`src/rtl/lsu_load_wb_pkg.sv`:
```
// Shared widths, load funct3 encodings, exception codes and the pending-load entry type
// for the load writeback stage.
package lsu_load_wb_pkg;

  localparam int unsigned RF_IDX_WIDTH = 5;
  localparam int unsigned rv32_XLEN    = 32;

  localparam logic [2:0] LD_LB  = 3'b000;
  localparam logic [2:0] LD_LH  = 3'b001;
  localparam logic [2:0] LD_LW  = 3'b010;
  localparam logic [2:0] LD_LBU = 3'b100;
  localparam logic [2:0] LD_LHU = 3'b101;

  localparam logic [1:0] LD_EXC_MISALIGN = 2'b01;
  localparam logic [1:0] LD_EXC_ILLEGAL  = 2'b10;
  localparam logic [1:0] LD_EXC_BUSERR   = 2'b11;

  typedef struct packed {
    logic [RF_IDX_WIDTH-1:0] rd;
    logic [2:0]              funct3;
    logic [1:0]              off;
  } pend_t;

  function automatic logic ld_funct3_illegal(input logic [2:0] funct3);
    return (funct3 == 3'b011) || (funct3 == 3'b110) || (funct3 == 3'b111);
  endfunction

  function automatic logic ld_misaligned(input logic [2:0] funct3, input logic [1:0] off);
    return (((funct3 == LD_LH) || (funct3 == LD_LHU)) && off[0]) ||
           ((funct3 == LD_LW) && (off != 2'b00));
  endfunction

endpackage

```
`src/rtl/ld_data_align.sv`:
```
// Selects the addressed byte/halfword of a returned word and sign- or zero-extends it.
module ld_data_align
  import lsu_load_wb_pkg::*;
(
  input  logic [rv32_XLEN-1:0] word_i,
  input  logic [2:0]           funct3_i,
  input  logic [1:0]           off_i,
  output logic [rv32_XLEN-1:0] data_o
);

  logic [7:0]  byte_sel;
  logic [15:0] half_sel;

  always_comb begin
    unique case (off_i)
      2'd0:    byte_sel = word_i[7:0];
      2'd1:    byte_sel = word_i[15:8];
      2'd2:    byte_sel = word_i[23:16];
      default: byte_sel = word_i[31:24];
    endcase
    half_sel = off_i[1] ? word_i[31:16] : word_i[15:0];

    case (funct3_i)
      LD_LB:   data_o = {{24{byte_sel[7]}}, byte_sel};
      LD_LBU:  data_o = {24'h0, byte_sel};
      LD_LH:   data_o = {{16{half_sel[15]}}, half_sel};
      LD_LHU:  data_o = {16'h0, half_sel};
      default: data_o = word_i;
    endcase
  end

endmodule

```
`src/rtl/lsu_load_wb.sv`:
```
// Load writeback stage: issues word-aligned reads, tracks in-order outstanding loads and
// writes aligned response data to the register file one cycle after each response.
module lsu_load_wb
  import lsu_load_wb_pkg::*;
#(
  parameter int unsigned OSTD_DEPTH = 2
) (
  input  logic                    clk,
  input  logic                    rst_n,
  input  logic                    ld_req_valid,
  output logic                    ld_req_ready,
  input  logic [31:0]             ld_req_addr,
  input  logic [2:0]              ld_req_funct3,
  input  logic [RF_IDX_WIDTH-1:0] ld_req_rd,
  output logic                    mem_cmd_valid,
  input  logic                    mem_cmd_ready,
  output logic [31:0]             mem_cmd_addr,
  input  logic                    mem_rsp_valid,
  input  logic [rv32_XLEN-1:0]    mem_rsp_data,
  input  logic                    mem_rsp_err,
  output logic                    Men_wb,
  output logic [RF_IDX_WIDTH-1:0] Mrd_wb,
  output logic [rv32_XLEN-1:0]    Mdata_wb,
  output logic                    ld_busy,
  output logic [1:0]              ld_exc
);

  localparam int unsigned PtrW = (OSTD_DEPTH > 1) ? $clog2(OSTD_DEPTH) : 1;
  localparam int unsigned CntW = $clog2(OSTD_DEPTH + 1);
  localparam logic [PtrW-1:0] PtrLast = PtrW'(OSTD_DEPTH - 1);
  localparam logic [CntW-1:0] CntMax  = CntW'(OSTD_DEPTH);

  pend_t fifo_q [OSTD_DEPTH];
  pend_t head, push_entry;

  logic                    cmd_vld_q, cmd_vld_d;
  logic [31:0]             cmd_addr_q, cmd_addr_d;
  logic [PtrW-1:0]         wptr_q, wptr_d, rptr_q, rptr_d;
  logic [CntW-1:0]         cnt_q, cnt_d;
  logic                    wb_en_q, wb_en_d;
  logic [RF_IDX_WIDTH-1:0] wb_rd_q, wb_rd_d;
  logic [rv32_XLEN-1:0]    wb_data_q, wb_data_d;
  logic [1:0]              exc_q, exc_d;

  logic                 req_acc, req_ill, req_mis, push, pop;
  logic [rv32_XLEN-1:0] aligned;

  assign ld_req_ready = ~cmd_vld_q & (cnt_q < CntMax);

  ld_data_align u_align (
    .word_i   (mem_rsp_data),
    .funct3_i (head.funct3),
    .off_i    (head.off),
    .data_o   (aligned)
  );

  always_comb begin
    req_acc = ld_req_valid & ld_req_ready;
    req_ill = ld_funct3_illegal(ld_req_funct3);
    req_mis = ld_misaligned(ld_req_funct3, ld_req_addr[1:0]);
    push    = req_acc & ~req_ill & ~req_mis;
    // Responses with nothing pending are stray and must not touch state.
    pop     = mem_rsp_valid & (cnt_q != '0);
    head    = fifo_q[rptr_q];

    push_entry = '{rd: ld_req_rd, funct3: ld_req_funct3, off: ld_req_addr[1:0]};

    cmd_vld_d  = cmd_vld_q;
    cmd_addr_d = cmd_addr_q;
    if (cmd_vld_q && mem_cmd_ready) cmd_vld_d = 1'b0;
    if (push) begin
      cmd_vld_d  = 1'b1;
      cmd_addr_d = {ld_req_addr[31:2], 2'b00};
    end

    wptr_d = wptr_q;
    if (push) wptr_d = (wptr_q == PtrLast) ? '0 : wptr_q + 1'b1;
    rptr_d = rptr_q;
    if (pop) rptr_d = (rptr_q == PtrLast) ? '0 : rptr_q + 1'b1;

    cnt_d = cnt_q;
    if (push && !pop)      cnt_d = cnt_q + 1'b1;
    else if (!push && pop) cnt_d = cnt_q - 1'b1;

    wb_en_d   = pop & ~mem_rsp_err & (head.rd != '0);
    wb_rd_d   = wb_rd_q;
    wb_data_d = wb_data_q;
    if (wb_en_d) begin
      wb_rd_d   = head.rd;
      wb_data_d = aligned;
    end

    // A bus error outranks a simultaneous request fault, which is then dropped.
    if (pop && mem_rsp_err)   exc_d = LD_EXC_BUSERR;
    else if (req_acc && req_ill) exc_d = LD_EXC_ILLEGAL;
    else if (req_acc && req_mis) exc_d = LD_EXC_MISALIGN;
    else                         exc_d = 2'b00;
  end

  always_ff @(posedge clk or negedge rst_n) begin
    if (!rst_n) begin
      cmd_vld_q  <= 1'b0;
      cmd_addr_q <= '0;
      wptr_q     <= '0;
      rptr_q     <= '0;
      cnt_q      <= '0;
      wb_en_q    <= 1'b0;
      wb_rd_q    <= '0;
      wb_data_q  <= '0;
      exc_q      <= 2'b00;
    end else begin
      cmd_vld_q  <= cmd_vld_d;
      cmd_addr_q <= cmd_addr_d;
      wptr_q     <= wptr_d;
      rptr_q     <= rptr_d;
      cnt_q      <= cnt_d;
      wb_en_q    <= wb_en_d;
      wb_rd_q    <= wb_rd_d;
      wb_data_q  <= wb_data_d;
      exc_q      <= exc_d;
    end
  end

  always_ff @(posedge clk or negedge rst_n) begin
    if (!rst_n) begin
      for (int i = 0; i < int'(OSTD_DEPTH); i++) fifo_q[i] <= '0;
    end else if (push) begin
      fifo_q[wptr_q] <= push_entry;
    end
  end

  assign mem_cmd_valid = cmd_vld_q;
  assign mem_cmd_addr  = cmd_addr_q;
  assign Men_wb        = wb_en_q;
  assign Mrd_wb        = wb_rd_q;
  assign Mdata_wb      = wb_data_q;
  assign ld_busy       = cmd_vld_q | (cnt_q != '0);
  assign ld_exc        = exc_q;

endmodule

```
`config.mk`:
```
export PLATFORM = sky130hd
export DESIGN_NAME = lsu_load_wb
export DESIGN_NICKNAME = d
export VERILOG_FILES = /design/src/rtl/lsu_load_wb_pkg.sv /design/src/rtl/ld_data_align.sv /design/src/rtl/lsu_load_wb.sv
export SDC_FILE = /design/constraint.sdc
export NUM_CORES = 1
export LEC_CHECK = 0
export CAP_MARGIN = 20
export CORE_AREA = 2 2 123 125
export DETAILED_ROUTE_END_ITERATION = 16
export DIE_AREA = 0 0 125 127
export GPL_TIMING_DRIVEN = 0
export PLACE_DENSITY_LB_ADDON = 0.2
export REMOVE_ABC_BUFFERS = 1
export SLEW_MARGIN = 20
export SYNTH_ARGS = -nofsm -noshare
export SYNTH_HDL_FRONTEND = slang
export SYNTH_SLANG_ARGS = --single-unit
```
`constraint.sdc`:
```
create_clock -name clk -period 1.8 [get_ports clk]
set_input_delay 0.54 -clock clk [delete_from_list [all_inputs] [get_ports clk]]
set_output_delay 0.54 -clock clk [all_outputs]
set_load 0.005 [all_outputs]
```
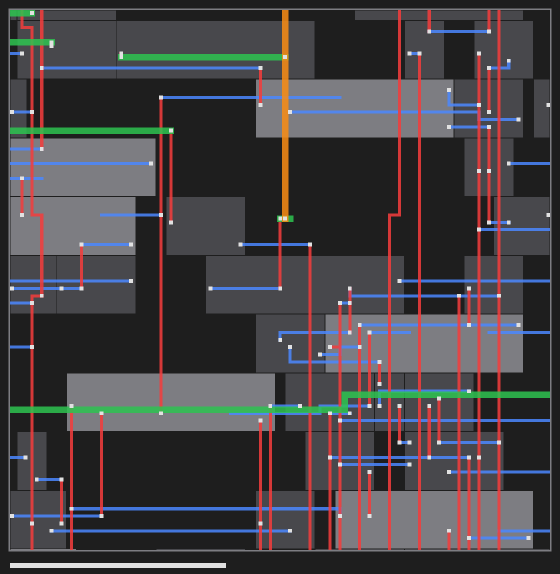
Figure 1: run 1, zoomed window.
Bar = 10 µm. Region (19, 19) to (44, 44) µm. Cells in grey, sequential cells in the stronger grey; small squares are vias.
met4: in orange. met1: in blue. met2: in red. met3: in green.
Netlist names of flops here include `cnt_q` (2), `mem_cmd_addr` (2). Sequential cells in the window: 6. Most frequent: dfrtp_1 (5), xor2_1 (3), buf_4 (3). 27 logic cells have their middle in the window.

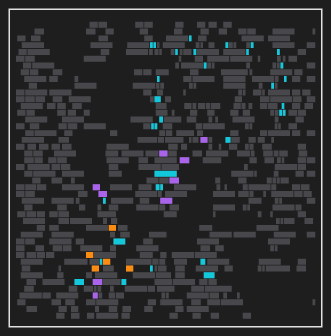
Figure 2: run 1, selected gate families.
XOR/XNOR gates: in orange, cells 5. NOR gates: in cyan, cells 33. AND and OR gates: in purple, cells 9.

==> notes.md, run 1 <==
From the run reports.

- The final antenna diode tally reported by the flow is 0.
- The number of global-route vias before repair reads 3741.
- The area share of the largest cell type after synthesis reads 55.8%.
- The worst pin sits at a relative slew slack of 49.2%.
- The count of unresolved DRC violations after routing is 0.
- The period utilization is 112%.
- The synthesized netlist occupies a cell area of 4260 µm².
- The number of cells in Yosys stat is 364.
- The total power reads 11.8 mW.
- TritonCTS built the clock tree.
- The tree is rooted in a clkbuf_16.
- The clock transition at the register clock pins on the worst setup and hold paths after CTS reads 0.07 ns.
- The worst-case register-to-register setup slack is -0.21 ns.
- The post-synth count of flops with an enable pin is 0.
- The clock sink count is 95.
- The synthesis run shows the most used standard cells to be dfrtp_1, mux2_2, nand2_1.
- The ratio of cells with drive above 1 in the final layout reads 25.0%.
- The area of the core region is 14400 µm².
- Of the total synthesized cell area, the portion taken by AND-OR and OR-AND cells is 12.4%.
- The post-detailed-placement half-perimeter wirelength reads 8240 µm.
- The worst setup path is captured at a flip-flop.
- The largest net degree at the start of global routing is 50.
- CTS built an H-tree with a depth of 3.
- The startpoint of the most critical register-to-register path reads rptr_q.
- The async set-or-reset flop fraction in the synthesized netlist is 100%.
- The cell class contributing the biggest share of worst-path delay reads multiplexers.
- Hold repair after CTS inserted 0 buffers.
- The maximum number of buffers from clock root to sink is 2.
- For the completed layout, the total cell area is recorded as 6670 µm².
- Counting I/O delays and the setup requirement, the final critical path takes 2.01 ns.
- The post-synthesis xor/xnor area fraction is 1.03%.
- Synthesis produced a netlist whose cell count is 364.
- On the critical path the data arrives at 2.24 ns.
- The first global-routing pass estimated 19600 µm of wire.
- The utilization after layout reads 46.2%.
- The sum of buffers and inverters on the critical path is 1.
- The proportion of synthesized area in mux cells reads 18.3%.
- Power spread over the standard cell area amounts to 1770 nW/µm².
- OpenROAD emitted warnings numbering 27.
- The checks that failed: negative setup slack.
- Counting pins that exceed their max-slew limit in the final report gives 0.
- The count of distinct cell types in the synthesized netlist is 44.
- The leakage power of the design reads 2.84 nW.
- The post-synth area from yosys stat is 4260 µm².
- In the post-route analysis, the smallest setup slack over all paths is -0.214 ns.
- The number of buffers added for setup after CTS reads 17.
- The post-route clock skew is 0.00694 ns.
- The cell area after placement reads 5970 µm².
- The width of the die is 125 µm.
- The tally of max-capacitance violations is 0.
- The biggest area consumer among synthesized cells reads dfrtp_1.
- The number of buffers created by CTS is 9.
- The most used standard cell by instance count after synthesis is dfrtp_1.
- The cell with the largest stage delay on the worst path is dfrtp_4.
- The synthesis-stage register bit count reads 95.
- The highest-count logic cell in the final layout reads clkdlybuf4s50_1.
- The non-filler instance count after layout is 715.
- The largest stage delay on the critical path reads 0.48 ns.
- The residual overflow from global routing reads 0.
- The row count reads 44.
- The vertical die dimension reads 127 µm.
- After the first detailed-routing iteration, the DRC count stood at 120.
- The number of gates given a new drive strength after cts reads 74.
- The class of the tightest hold or removal check is input pin to async pin.
- In this run the critical path is formed by mux2i_4 -> mux2_4 -> a21o_1 -> a211oi_4 -> buf_12 -> a21oi_1.
- The simple-gate share of the synthesized area reads 9.39%.
- The top cell types in the final layout, fill and taps aside, are clkdlybuf4s50_1, dfrtp_1, mux2_2.
- In this run the mean area of a mapped cell was 11.7 µm².
- The tally of yosys warning messages reads 0.
- The pin closest to its max-slew limit shows a slew of 0.747 ns.
- The data required time of the worst path is 2.03 ns.
- The number of iterations in the first detailed-routing pass is 4.
- The maximum clock frequency reads 497 MHz.
- The run finished, with violations left.
- The first element of the critical path reads rptr_q.
- The layout net count is 607.
- The final number of setup-violating endpoints is 32.
- The top logic cell family in the synthesized netlist reads multiplexers.
- The final RePlAce weighted congestion is 0.772.
- The sequential cell area fraction in the yosys report is 55.8%.
- The synthesized-area fraction occupied by adder cells reads 0.294%.
- The share of the core area taken by cells at floorplan is 29.6%.
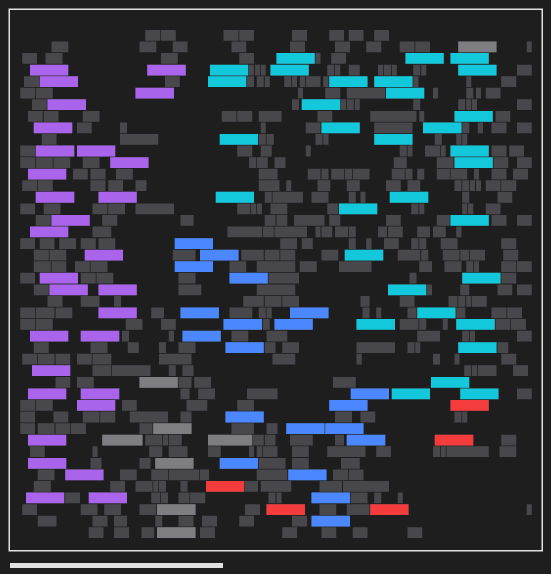
Figure 3: run 1, register map, names as in the netlist.
Bar = 50 µm. Other sequential cells in the stronger grey, the rest of the logic in the fainter grey.
`Mdata_wb`: in cyan, flops 32. `Mrd_wb`: in red, flops 5. `fifo_q`: in blue, flops 20. `mem_cmd_addr`: in purple, flops 30, where a column on the left.

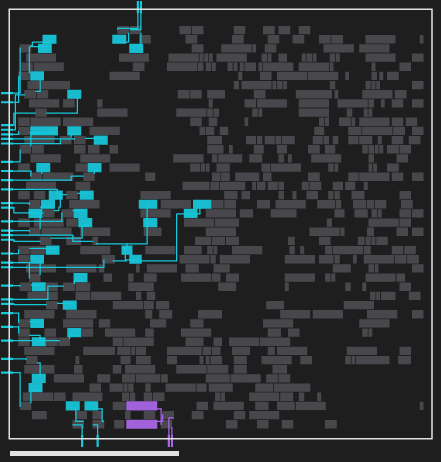
Figure 4: run 1, port wiring.
Bar = 50 µm.
`ld_req_addr`: in cyan, bits 32, direction input, edge 28 west, 2 north, 2 south, end cells 36, wire 613 µm. `ld_exc`: in purple, bits 2, direction output, edge south, end cells 2, wire 19.9 µm.
ports placed on the boundary: 153
number of buffer cells added on primary ports: 150

run 1: per-stage QoR:
| stage | setup TNS, ns | hold slack (ns) | worst slack [ns] |
|---|---|---|---|
| 6_report | -5.77 | 0.131 | -0.214 |
| 5_1_grt | -8.14 | 0.160 | -0.284 |
| 4_1_cts | -5.85 | 0.135 | -0.198 |
| 3_5_place_dp | -97.72 | 0.470 | -1.57 |
| 3_3_place_gp | -505.50 | 0.462 | -3.51 |
| 2_1_floorplan | -75.80 | 0.244 | -1.25 |
run 1: state kept, by name (all words and copies together), names as in the netlist:
name	count
Mdata_wb	32
mem_cmd_addr	30
fifo_q	20
Mrd_wb	5
cnt_q	2
ld_exc	2
Men_wb	1
mem_cmd_valid	1
rptr_q	1
wptr_q	1
run 1: routing by layer:
| metal | share of wire [%] | track usage [%] | wire length, µm |
|---|---|---|---|
| met5 | 0 | 0 | 0 |
| met2 | 46 | 24.4 | 5460 |
| met3 | 8.2 | 5.44 | 967 |
| met1 | 44 | 19.5 | 5210 |
| met4 | 1.8 | 6.34 | 219 |
run 1: where the power goes:
group	leakage, nW	internal (mW)	switching, mW
logic	1.56	3.49	2.40
clock network	0.144	1.20	0.794
registers	1.14	3.20	0.710
total	2.84	7.88	3.90
run 1: worst paths after layout:
| path | to | depth (start not counted) |
|---|---|---|
| max | Mdata_wb[31] | 6 |
| max reg2reg | Mdata_wb[31] | 6 |
| min in group clk | fifo_q[10] | 2 |
| min reg2reg | Mdata_wb[2] | 2 |
| max in group asynchronous | rptr_q | 2 |
| min | Mrd_wb[1] | 1 |
run 1: layout make-up:
type	instances	area [µm²]
flip-flops and latches	95	2380
fillers	1373	7760
inverters	3	12.5
multi-input cells	246	1970
clock inverters	4	72.6
well taps	184	230
repair buffers	173	1780
clock buffers	10	229
==> run 2: changes to the inputs <==
- CORE_AREA: 2 2 123 125 -> 3 3 124 126
- DIE_AREA: 0 0 125 127 -> 0 0 127 129
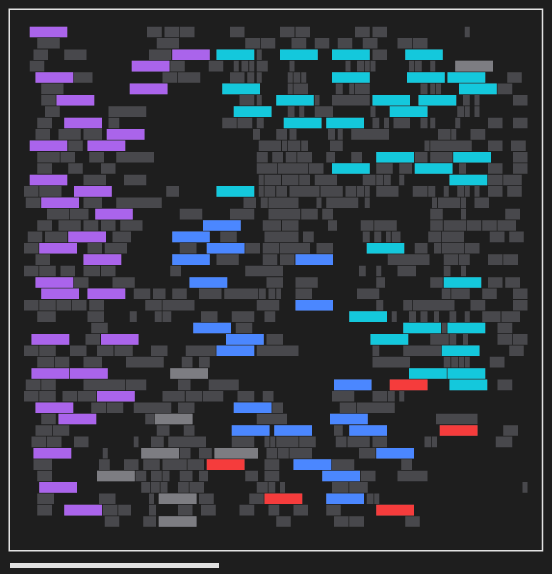
Figure 5: run 2, register map, names as in the netlist.
Bar = 50 µm. Other sequential cells in the stronger grey, the rest of the logic in the fainter grey.
`mem_cmd_addr`: in purple, flops 30, where a column on the left. `fifo_q`: in blue, flops 20. `Mdata_wb`: in cyan, flops 32. `Mrd_wb`: in red, flops 5.
combined flip-flop and latch cell area: 2380 µm²
flop share of the area: 33.5%
power attributed to sequential cells: 3.94 mW
fin util: 49.2%

==> notes.md, run 2 <==
From the run reports.

- Outcome: finished, violations left (unchanged).
- Violations in the final reports: negative setup slack (unchanged).
- The number of warning messages in the logs is 27 (unchanged).
- The residual overflow from global routing came to 0 (unchanged).
- The tally of max-capacitance violations is 0 (unchanged).
- The summed negative setup slack over all endpoints is -8.15 ns (was -5.77 ns).
- The tally of yosys warning messages is 0 (unchanged).
- The total power divided by cell area came to 1770 nW/µm² (about the same).
- The row count reads 44 (unchanged).
- The count of distinct cell types in the synthesized netlist reads 44 (unchanged).
- The count of H-tree levels built during CTS was 3 (unchanged).
- The cell count after synthesis is 364 (unchanged).
- The clock sink count reads 95 (unchanged).
- The worst slew slack as a fraction of its limit is 54.3% (was 49.2%).
- The root buffer selected by CTS is clkbuf_16 (unchanged).
- The simple-gate share of the synthesized area is 9.39% (unchanged).
- The post-route clock skew is 0.00959 ns (was 0.00694 ns).
- The area of the mapped netlist reads 4260 µm² (unchanged).
- The largest stage delay on the critical path came to 0.52 ns (was 0.48 ns).
- The number of cells in Yosys stat reads 364 (unchanged).
- The number of buffers created by CTS is 9 (unchanged).
- The number of iterations in the first detailed-routing pass is 4 (unchanged).
- The most used standard cell by instance count after synthesis is dfrtp_1 (unchanged).
- The post-synthesis xor/xnor area fraction is 1.03% (unchanged).
- The logic area reads 2190 µm² (was 1970 µm²).
- The final number of setup-violating endpoints is 32 (unchanged).
- The total inserted antenna cells is 0 (unchanged).
- The period utilization is 117% (was 112%).
- The number of DRC markers in iteration 0 is 114 (was 120).
- The cell with the largest stage delay on the worst path is dfrtp_4 (unchanged).
- The largest net degree at the start of global routing reads 59 (was 50).
- The count of unresolved DRC violations after routing is 0 (unchanged).
- The smallest setup slack after layout is -0.305 ns (was -0.214 ns).
- The count of final max-slew check failures is 0 (unchanged).
- The post-route minimum period reads 2.11 ns (was 2.01 ns).
- The cell area after placement is 5970 µm² (unchanged).
- The number of top-level pins reads 153 (unchanged).
- The post-synth area from yosys stat is 4260 µm² (unchanged).
- The class of the tightest hold or removal check was input pin to async pin (unchanged).
- The TritonCTS clock tree is built (unchanged).
- Most common library cells after synthesis: dfrtp_1, mux2_2, nand2_1 (unchanged).
- The effective utilization at floorplan reads 29.6% (unchanged).
- The data required time of the worst path is 2.02 ns (was 2.03 ns).
- The area share of the largest cell type after synthesis was 55.8% (unchanged).
- The global-route wire length before repair is 20300 µm (was 19600 µm).
- The width of the die reads 127 µm (was 125 µm).
- Commonest non-fill, non-tap cells in the layout: clkdlybuf4s50_1, dfrtp_1, nand2_1 (was clkdlybuf4s50_1, dfrtp_1, mux2_2).
- The flip-flop count of the largest register, all copies and words added was 32 (unchanged).
- The leakage power of the design reads 3.12 nW (was 2.84 nW).
- The biggest area consumer among synthesized cells is dfrtp_1 (unchanged).
- The arrival time of data at the critical path endpoint reads 2.32 ns (was 2.24 ns).
- The proportion of synthesized area in mux cells is 18.3% (unchanged).
[run 2: critical path, delay by kind of cell, from the launching register on]
family	cells	cell delay, ns
multiplexers	2	0.61
flip-flops	1	0.52
buffers and inverters	3	0.46
AND-OR/OR-AND	3	0.40
[run 2: final cells by class]
type | count | share of cell area, %
Sequential cell | 95 | 33.5
Multi-Input combinational cell | 247 | 30.8
Timing Repair Buffer | 186 | 27.9
Clock buffer | 11 | 3.42
Tap cell | 184 | 3.24
Clock inverter | 5 | 0.810
Inverter | 3 | 0.264
[run 2: metal layers]
| metal | track usage [%] | share of wire [%] | wire [µm] | vias to the layer above |
|---|---|---|---|---|
| met4 | 5.87 | 1.7 | 216 | 0 |
| li1 | - | - | - | 1654 |
| met2 | 25.1 | 46 | 5990 | 142 |
| met3 | 5.65 | 9.4 | 1210 | 18 |
| met1 | 20.0 | 43 | 5490 | 1740 |
| met5 | 0 | 0 | 0 | - |
[run 2: path summary, 6_finish.rpt]
kind / startpoint / endpoint / cells after the start
max in group asynchronous: rst_n / mem_cmd_addr[31] / 2
worst min-delay path: rst_n / Mdata_wb[4] / 1
min in group clk: ld_req_addr[1] / fifo_q[1] / 2
worst max-delay path: rptr_q / Mdata_wb[9] / 8
worst max register to register: rptr_q / Mdata_wb[9] / 8
worst min register to register: Mrd_wb[4] / Mrd_wb[4] / 2
[run 2: power breakdown]
group | switching (mW) | leakage, nW | total (mW) | internal [mW]
Clock | 0.822 | 0.138 | 1.94 | 1.11
Combinational | 2.72 | 1.84 | 6.72 | 3.99
Sequential | 0.744 | 1.14 | 3.94 | 3.19
[run 2: timing repair]
item / in CTS / in global routing
setup endpoints to repair: 92 / 88
hold buffers: 0 / 0
gates cloned: 3 / 2
resized: 111 / 49
pin swaps: 19 / 13
setup buffers: 23 / 8
Power figures rest on the tool's default switching activity, not on a simulated workload.
